`src/rtl/apb_master_asynch.sv`:
```
// Source-domain half of an APB clock-domain crossing: one local APB transfer becomes one
// four-phase bundled-data req/ack handshake. Optional macro: APB_ASYNCH_EARLY_RESP_EN.
`timescale 1ns/1ps
module apb_master_asynch #(
  parameter int APB_DATA_WIDTH = 32,
  parameter int APB_ADDR_WIDTH = 32
) (
  input  logic                      clk,
  input  logic                      rst_n,
  input  logic [APB_ADDR_WIDTH-1:0] PADDR_i,
  input  logic [APB_DATA_WIDTH-1:0] PWDATA_i,
  input  logic                      PWRITE_i,
  input  logic                      PSEL_i,
  input  logic                      PENABLE_i,
  output logic [APB_DATA_WIDTH-1:0] PRDATA_o,
  output logic                      PREADY_o,
  output logic                      PSLVERR_o,
  output logic                      asynch_req_o,
  input  logic                      asynch_ack_i,
  output logic [APB_ADDR_WIDTH-1:0] async_PADDR_o,
  output logic [APB_DATA_WIDTH-1:0] async_PWDATA_o,
  output logic                      async_PWRITE_o,
  output logic                      async_PSEL_o,
  input  logic [APB_DATA_WIDTH-1:0] async_PRDATA_i,
  input  logic                      async_PSLVERR_i
);

  typedef enum logic [2:0] {
    IDLE       = 3'd0,
    REQ_UP     = 3'd1,
    ACK_DOWN   = 3'd2,
    RESP       = 3'd3,
    EARLY_RESP = 3'd4
  } state_e;

  state_e                    state_q;
  logic                      ack_sync0_q;
  logic                      ack_sync_q;
  logic                      req_q;
  logic [APB_ADDR_WIDTH-1:0] paddr_q;
  logic [APB_DATA_WIDTH-1:0] pwdata_q;
  logic                      pwrite_q;
  logic                      psel_q;
  logic [APB_DATA_WIDTH-1:0] prdata_q;
  logic                      pslverr_q;

  // Payload loads on the same edge req rises, so it is settled before the far side sees req.
  always_ff @(posedge clk or negedge rst_n) begin
    if (!rst_n) begin
      state_q     <= IDLE;
      ack_sync0_q <= 1'b0;
      ack_sync_q  <= 1'b0;
      req_q       <= 1'b0;
      paddr_q     <= '0;
      pwdata_q    <= '0;
      pwrite_q    <= 1'b0;
      psel_q      <= 1'b0;
      prdata_q    <= '0;
      pslverr_q   <= 1'b0;
    end else begin
      ack_sync0_q <= asynch_ack_i;
      ack_sync_q  <= ack_sync0_q;
      case (state_q)
        IDLE: begin
          if (PSEL_i && PENABLE_i) begin
            paddr_q  <= PADDR_i;
            pwdata_q <= PWDATA_i;
            pwrite_q <= PWRITE_i;
            psel_q   <= PSEL_i;
            req_q    <= 1'b1;
            state_q  <= REQ_UP;
          end
        end
        REQ_UP: begin
          // Response bus is only trusted once ack has crossed the synchronizer.
          if (ack_sync_q) begin
            prdata_q  <= async_PRDATA_i;
            pslverr_q <= async_PSLVERR_i;
            req_q     <= 1'b0;
`ifdef APB_ASYNCH_EARLY_RESP_EN
            state_q   <= EARLY_RESP;
`else
            state_q   <= ACK_DOWN;
`endif
          end
        end
        ACK_DOWN: begin
          if (!ack_sync_q) begin
`ifdef APB_ASYNCH_EARLY_RESP_EN
            state_q <= IDLE;
`else
            state_q <= RESP;
`endif
          end
        end
        RESP: state_q <= IDLE;
`ifdef APB_ASYNCH_EARLY_RESP_EN
        EARLY_RESP: state_q <= ACK_DOWN;
`endif
        default: state_q <= IDLE;
      endcase
    end
  end

`ifdef APB_ASYNCH_EARLY_RESP_EN
  assign PREADY_o = (state_q == EARLY_RESP);
`else
  assign PREADY_o = (state_q == RESP);
`endif

  assign asynch_req_o   = req_q;
  assign async_PADDR_o  = paddr_q;
  assign async_PWDATA_o = pwdata_q;
  assign async_PWRITE_o = pwrite_q;
  assign async_PSEL_o   = psel_q;
  assign PRDATA_o       = prdata_q;
  assign PSLVERR_o      = pslverr_q;

endmodule

```
`config.mk`:
```
export PLATFORM = sky130hd
export DESIGN_NAME = apb_master_asynch
export DESIGN_NICKNAME = d
export VERILOG_FILES = /design/src/rtl/apb_master_asynch.sv
export SDC_FILE = /design/constraint.sdc
export NUM_CORES = 1
export LEC_CHECK = 0
export CORE_MARGIN = 2
export CORE_UTILIZATION = 43
export DETAILED_ROUTE_END_ITERATION = 8
export PLACE_DENSITY = 0.84
export RECOVER_POWER = 100
export REMOVE_ABC_BUFFERS = 1
export SETUP_SLACK_MARGIN = 0.1
export SYNTH_ARGS = -nofsm -noshare
export SYNTH_HDL_FRONTEND = slang
export SYNTH_SLANG_ARGS = --single-unit
export TNS_END_PERCENT = 100
```
`constraint.sdc`:
```
create_clock -name clk -period 4.56 [get_ports clk]
set_clock_uncertainty 0.15 [all_clocks]
set_input_delay 1.368 -clock clk [delete_from_list [all_inputs] [get_ports clk]]
set_output_delay 1.368 -clock clk [all_outputs]
set_load 0.01 [all_outputs]
```
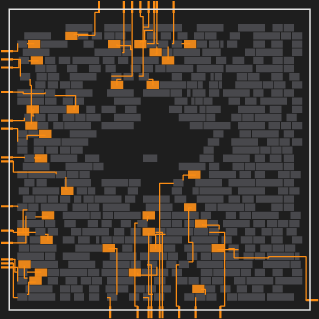
Figure 1: run 1, I/O nets highlighted.
(3 px per um)
- orange: PADDR_i (bits 32; direction input; edge 14 left, 9 bottom, 8 top, 1 right; end cells 32; buffers 32; wire 693 um)
# port buffers: 203
Top Ports: 204

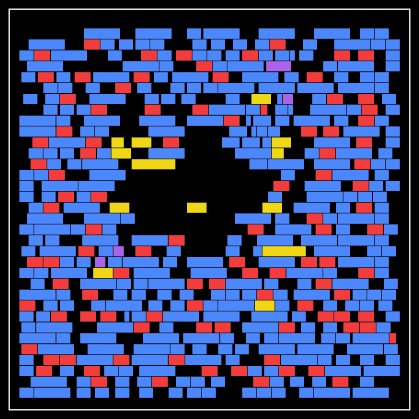
Figure 2: run 1, sizing map.
(4 px per um)
- red: drive 2 (cells 101; share 23%; most used mux2_2)
- purple: drive 3 to 4 (cells 4; share 0.90%; most used buf_4)
- yellow: drive 6 and up (cells 13; share 2.9%; most used clkbuf_8)
- blue: drive 1 or less (cells 324; share 73%; most used dlygate4sd3_1)

==> CHANGELOG.md, run 1 <==
## Flow update

* Post-DP HPWL at slightly below 7000 um
* Setup Viol. Count Final at 0
* Mux area share at between 20% and 30%
* Root Driver: clkbuf_8
* Power per cell area at 635 nW/um^2
* CP Launch Point: PENABLE_i
* Inst Count DP at 534
* Die y size at 99.8 um
* Clock latency on the worst-skew pair at 350 ps
* Hold_sp: ack_sync0_q$_DFF_PN0_
* Clkbuf count at 10
* DRC marker count from the first detailed-route iteration at 36
* Chip Width at between 90 and 100 um
* Status: complete, but fails checks
* Worst Hold Path EP: ack_sync_q$_DFF_PN0_
* Post-synth seq share at 66.0%
* Fin crit period at between 3000 and 4000 ps
* Failing checks: max-capacitance violations, max-slew violations
* GRT busiest layer: met2
* Total power at 3.98 mW
* Flip-flops with a built-in enable at 0
* Slew Limit Fails at just under 90
* Kind of critical path: in2reg
* Comb. pwr at 1.76 mW
* Post-DRT Antenna Nets at 0
* Flops after synth at 104
* Routed WL per cell at about 16 um
* Max cap viols at 1
* Most used flip-flop cell: dfrtp_1
* Clock Power Share at 15.6%
* First-pass GRT wire length at 14600 um
* Metal3 WL at ~900 um
* Commonest cells in the netlist: 104 x dfrtp_1, 99 x mux2_2, 5 x buf_2, 5 x buf_6, 5 x ha_1
* Post-synthesis area per instance at 17.1 um^2
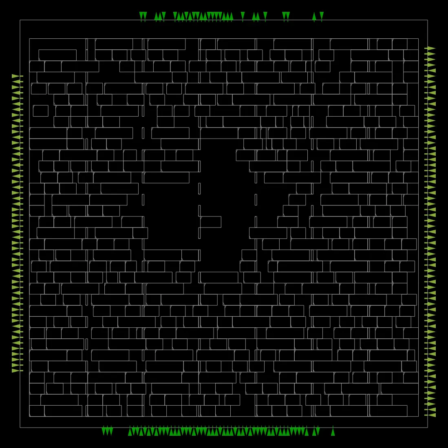
Figure 3: run 1, placed standard cells.
core region area: 8810 um^2
tapcell count: 108
# rows: 34
Finished Core Util: 71.2%

[run 1: sequential cells by signal, indices dropped and copies added, names as in the netlist]
name	count
async_PWDATA_o	32
ack_sync0_q	1
asynch_req_o	1
ack_sync_q	1
async_PWRITE_o	1
async_PSEL_o	1
async_PADDR_o	32
state_q	2
PSLVERR_o	1
PRDATA_o	32
[run 1: worst max-delay path, cell delays in order]
cell and delay [ps]:
dlygate4sd3_1 590, nand3_4 660, mux2_2 570
[run 1: layout by cell type (no fill, tap or decap), drive strengths merged, types with 2 or more instances in the layout]
cell type / netlist / routed
inv: 3 / 5
ha: 5 / 5
nand2: 2 / 2
mux2: 99 / 99
buf: 10 / 2
mux2i: 2 / 2
clkdlybuf4s50: 0 / 66
clkbuf: 0 / 11
bufinv: 0 / 2
dlygate4sd3: 0 / 136
dfrtp: 104 / 104
Figure 4. Gate-type map (run 1).
(4 px per um)
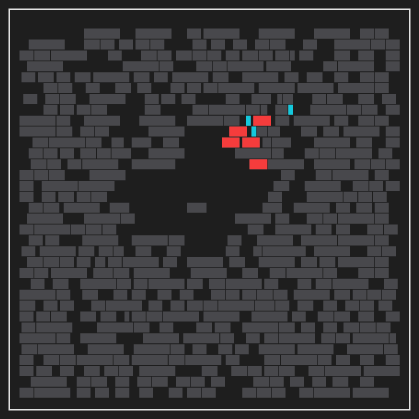

==> run 2, diff against run 1 <==
--- a/config.mk
+++ b/config.mk
@@ -6,9 +6,9 @@
 export NUM_CORES = 1
 export LEC_CHECK = 0
 export CORE_MARGIN = 2
-export CORE_UTILIZATION = 43
+export CORE_UTILIZATION = 36
 export DETAILED_ROUTE_END_ITERATION = 8
-export PLACE_DENSITY = 0.84
+export PLACE_DENSITY = 0.75
 export RECOVER_POWER = 100
 export REMOVE_ABC_BUFFERS = 1
 export SETUP_SLACK_MARGIN = 0.1
==> constraint.sdc (replaced) <==
create_clock -name clk -period 2.7 [get_ports clk]
set_clock_uncertainty 0.15 [all_clocks]
set_input_delay 0.81 -clock clk [delete_from_list [all_inputs] [get_ports clk]]
set_output_delay 0.81 -clock clk [all_outputs]
set_load 0.01 [all_outputs]
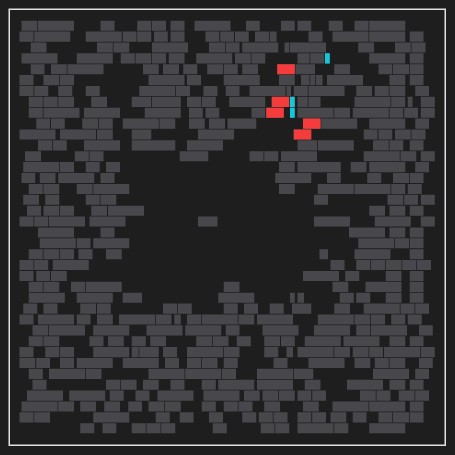
Figure 5: run 2, gate-type map.
(4 px per um)
- cyan: inverters (cells 3)
- red: adder and majority cells (cells 5)
post-route insts no fill: 585
most frequent logic cell in the layout: dfrtp_1
Comb/total area: 19.7%

==> run 2 against run 1 <==
Against the previous run:
- combinational power rose by 69%
- count of clock-buffer cells in the layout rose by 1
- via count fell by 0.26%
- cell area rose by 1.1%
- the flow finishes with violations (max-capacitance violations)
- hold slack barely moved
- critical path depth fell by 1
- critical endpoint is now PREADY_o
- cell count rose by 6.4%
- sequential power rose by 68%
- register-to-register slack got worse by 1700 ps
==> CHANGELOG.md, run 2 <==
## Flow update

* Top Ports at 204
* Kind of critical path: reg2out
* First-pass GRT wire length at roughly 14000 um
* # port buffers at 203
* Chip Width at 109 um
* Status: complete, but fails checks
* Comb. pwr at roughly 3.0 mW
* Routed WL per cell at 15.9 um
* Max cap viols at 1
* Flops after synth at 104
* Inst Count DP at 570
* Most used flip-flop cell: dfrtp_1
* Failing checks: max-capacitance violations
* Post-DP HPWL at between 7000 and 8000 um
* Hold_sp: ack_sync0_q$_DFF_PN0_
* Fin crit period at around 2500 ps
* Core region area at 10700 um^2
* Total power at 6.68 mW
* CP max-delay cell: clkdlybuf4s50_1
* Clock Power Share at between 10% and 20%
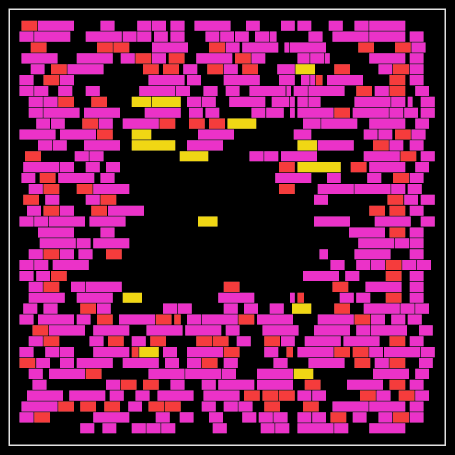
Figure 6: run 2, sizing map.
(4 px per um)
- magenta: drive 1 or less (cells 328; share 74%; most used dfrtp_1)
- red: drive 2 (cells 103; share 23%; most used mux2_2)
- yellow: drive 6 and up (cells 14; share 3.1%; most used clkbuf_8)
number of non-clock buffers in the layout: 209
Final Cell Area: 6340 um^2
fin worst setup slack: 227 ps

==> run 2: cell counts after synthesis <==
No cell type changed its count.
==> run 2: area by class of cell <==
type,instances,area [um^2],area share (%)
timing repair buffer,209,2100,33.1
sequential,104,2600,41.1
clock buffer,11,131,2.07
multi-input combinational,114,1250,19.7
clock inverter,4,70.1,1.11
tap,140,175,2.76
inverter,3,11.3,0.178
==> run 2: kinds of logic after synthesis <==
family | Yosys count
flip-flops | 104
multiplexers | 101
buffers and inverters | 13
adder cells (fa/ha/maj) | 5
AND/OR/NAND/NOR | 5
AND-OR/OR-AND | 3
==> run 2: what timing repair did <==
| action | 4_1_cts | 5_1_grt |
|---|---|---|
| resized | 0 | 1 |
| setup endpoints to repair | 0 | 1 |
| hold endpoints to repair | 0 | 0 |
| setup buffers | 0 | 0 |
Figure 7. Placed standard cells (run 2).
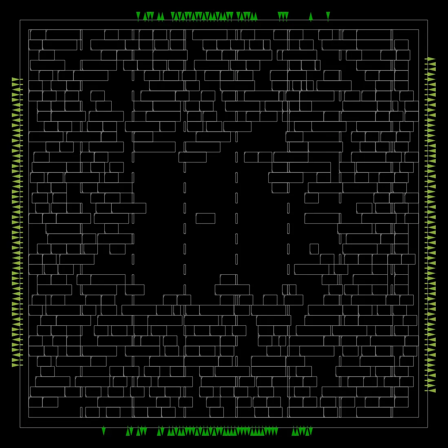

==> run 3, diff against run 2 <==
--- a/config.mk
+++ b/config.mk
@@ -5,7 +5,7 @@
 export SDC_FILE = /design/constraint.sdc
 export NUM_CORES = 1
 export LEC_CHECK = 0
-export CORE_MARGIN = 2
+export CORE_MARGIN = 3
 export CORE_UTILIZATION = 36
 export DETAILED_ROUTE_END_ITERATION = 8
 export PLACE_DENSITY = 0.75
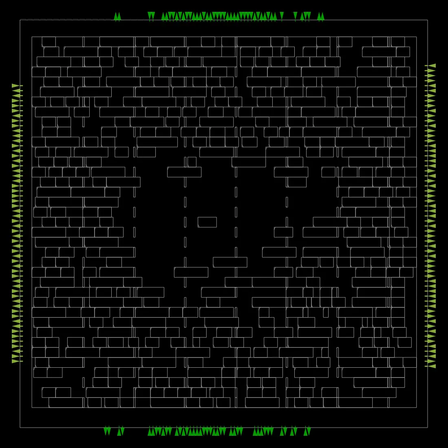
Figure 8: run 3, placed standard cells.
fraction of area in registers: 40.9%
fill count: 863
flip-flops: 104
# rows: 37

==> run 3 against run 2 <==
Against the previous run:
- the flow now finishes without violations
- cell count fell by 0.51%
- largest cell class unchanged
- clock power rose by 9%
- highest routed layer unchanged
- critical endpoint is now async_PWRITE_o$_DFFE_PN0P_
- flip-flop count did not move
==> CHANGELOG.md, run 3 <==
## Flow update

* Clock Power Share at 16.3%
* Comb. pwr at 2.98 mW
* Post-synth seq share at 66.0%
* Fin worst setup slack at between 200 and 250 ps
* Max clock buf depth at 2
* Routed WL per cell at 15.9 um
* # port buffers at 203
* Mapped Cells at between 200 and 250
* Crit-path max cell delay at roughly 530 ps
* Post-route insts no fill at 582
* Multi-input gates at 114
* Worst Hold Path EP: ack_sync_q$_DFF_PN0_
* Post-CTS setup buffers at 0
* CP top delay family: buffers and inverters
* Post-synthesis area per instance at 17.1 um^2
* Finished Core Util at 60.5%
* Power per cell area at 1060 nW/um^2
* Total stage count of the critical path at 4
* Die y size at 111 um
* First-pass GRT wire length at 15400 um
* Clock-cell share at about 3.8%
* Register Area at 2600 um^2
* Tapcell count at around 140
* Final Cell Area at between 6000 and 7000 um^2
* Cell class with the largest area share: registers
* Flops after synth at 104
* GRT busiest layer: met2
* Worst Path Buf+Inv at 2
* DRC marker count from the first detailed-route iteration at 110
* Total power at 6.75 mW
* Metal3 WL at just over 900 um
* Most used flip-flop cell: dfrtp_1
* Most frequent logic cell in the layout: dfrtp_1
* Most frequent cells in the layout: 104 x dfrtp_1, 101 x clkdlybuf4s50_1, 101 x dlygate4sd3_1
* Status: finished clean
* Kind of critical path: in2reg
* Inst Count DP at about 570
* CP max-delay cell: nand3_1
* Setup Viol. Count Final at 0
* # resized after CTS at 0
* Comb/total area at 19.6%
* Yosys top cell by area: dfrtp_1
* Number of non-clock buffers in the layout at 209
* Critical Path, Cell by Cell: clkdlybuf4s50_1 -> nand3_1 -> buf_12 -> mux2_2
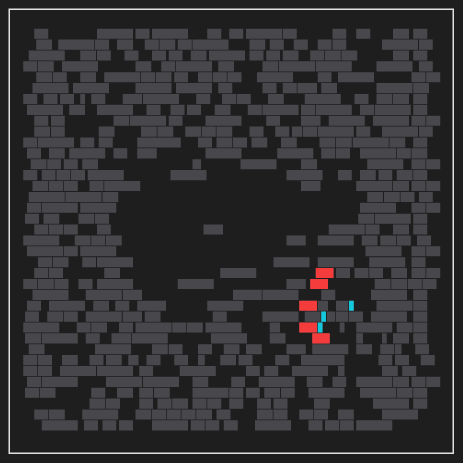
Figure 9: run 3, gate-type map.
(4 px per um)
- red: adder and majority cells (cells 5)
- cyan: inverters (cells 3)

==> run 3: cell types whose count changed in the layout (fill, tap and decap cells not counted), sizes merged <==
cell / change
buf: -1
clkbuf: +2
clkdlybuf4s50: +1
clkinv: -2
clkinvlp: +2
dlygate4sd3: -1
==> run 3: cells by family (layout without fill, tap and decap cells) <==
kind of cell               after synthesis  after routing  share of synthesized area, %
AOI/OAI and AO/OA                        3              3                         0.635
adders and majority gates                5              5                          1.59
buffers and inverters                   13            228                          2.35
DFF                                    104            104                          66.0
muxes                                  101            101                          28.8
and+or+nand+nor                          5              5                         0.635

==> screenshots <==
I/O pins on the die edge.
(4 px per um) Pins as bars across the die edge, other pins in gray.
panel A
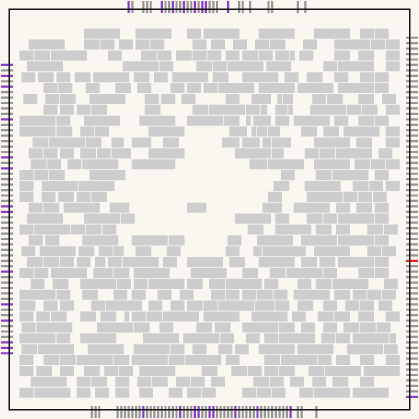
panel B
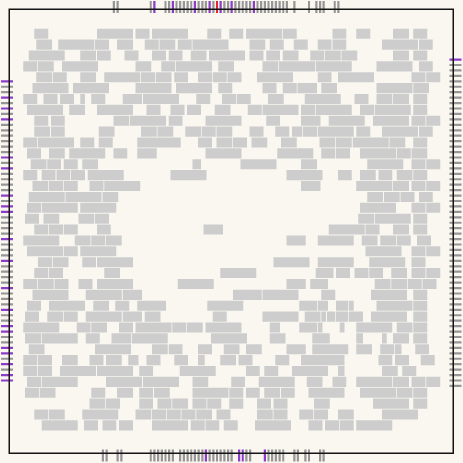
panel C
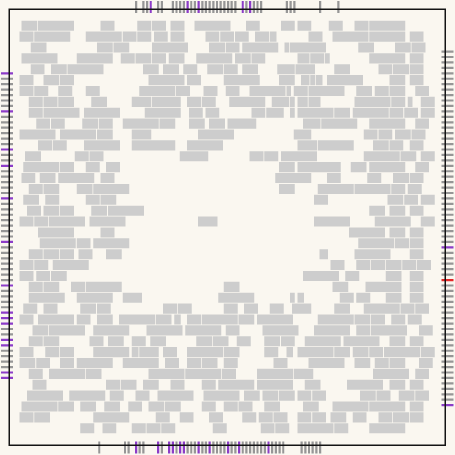
Run 2 is panel C.
Run 1 is panel A.
Run 3 is panel B.

No activity file was given, so power comes from the tool's default toggle rates.
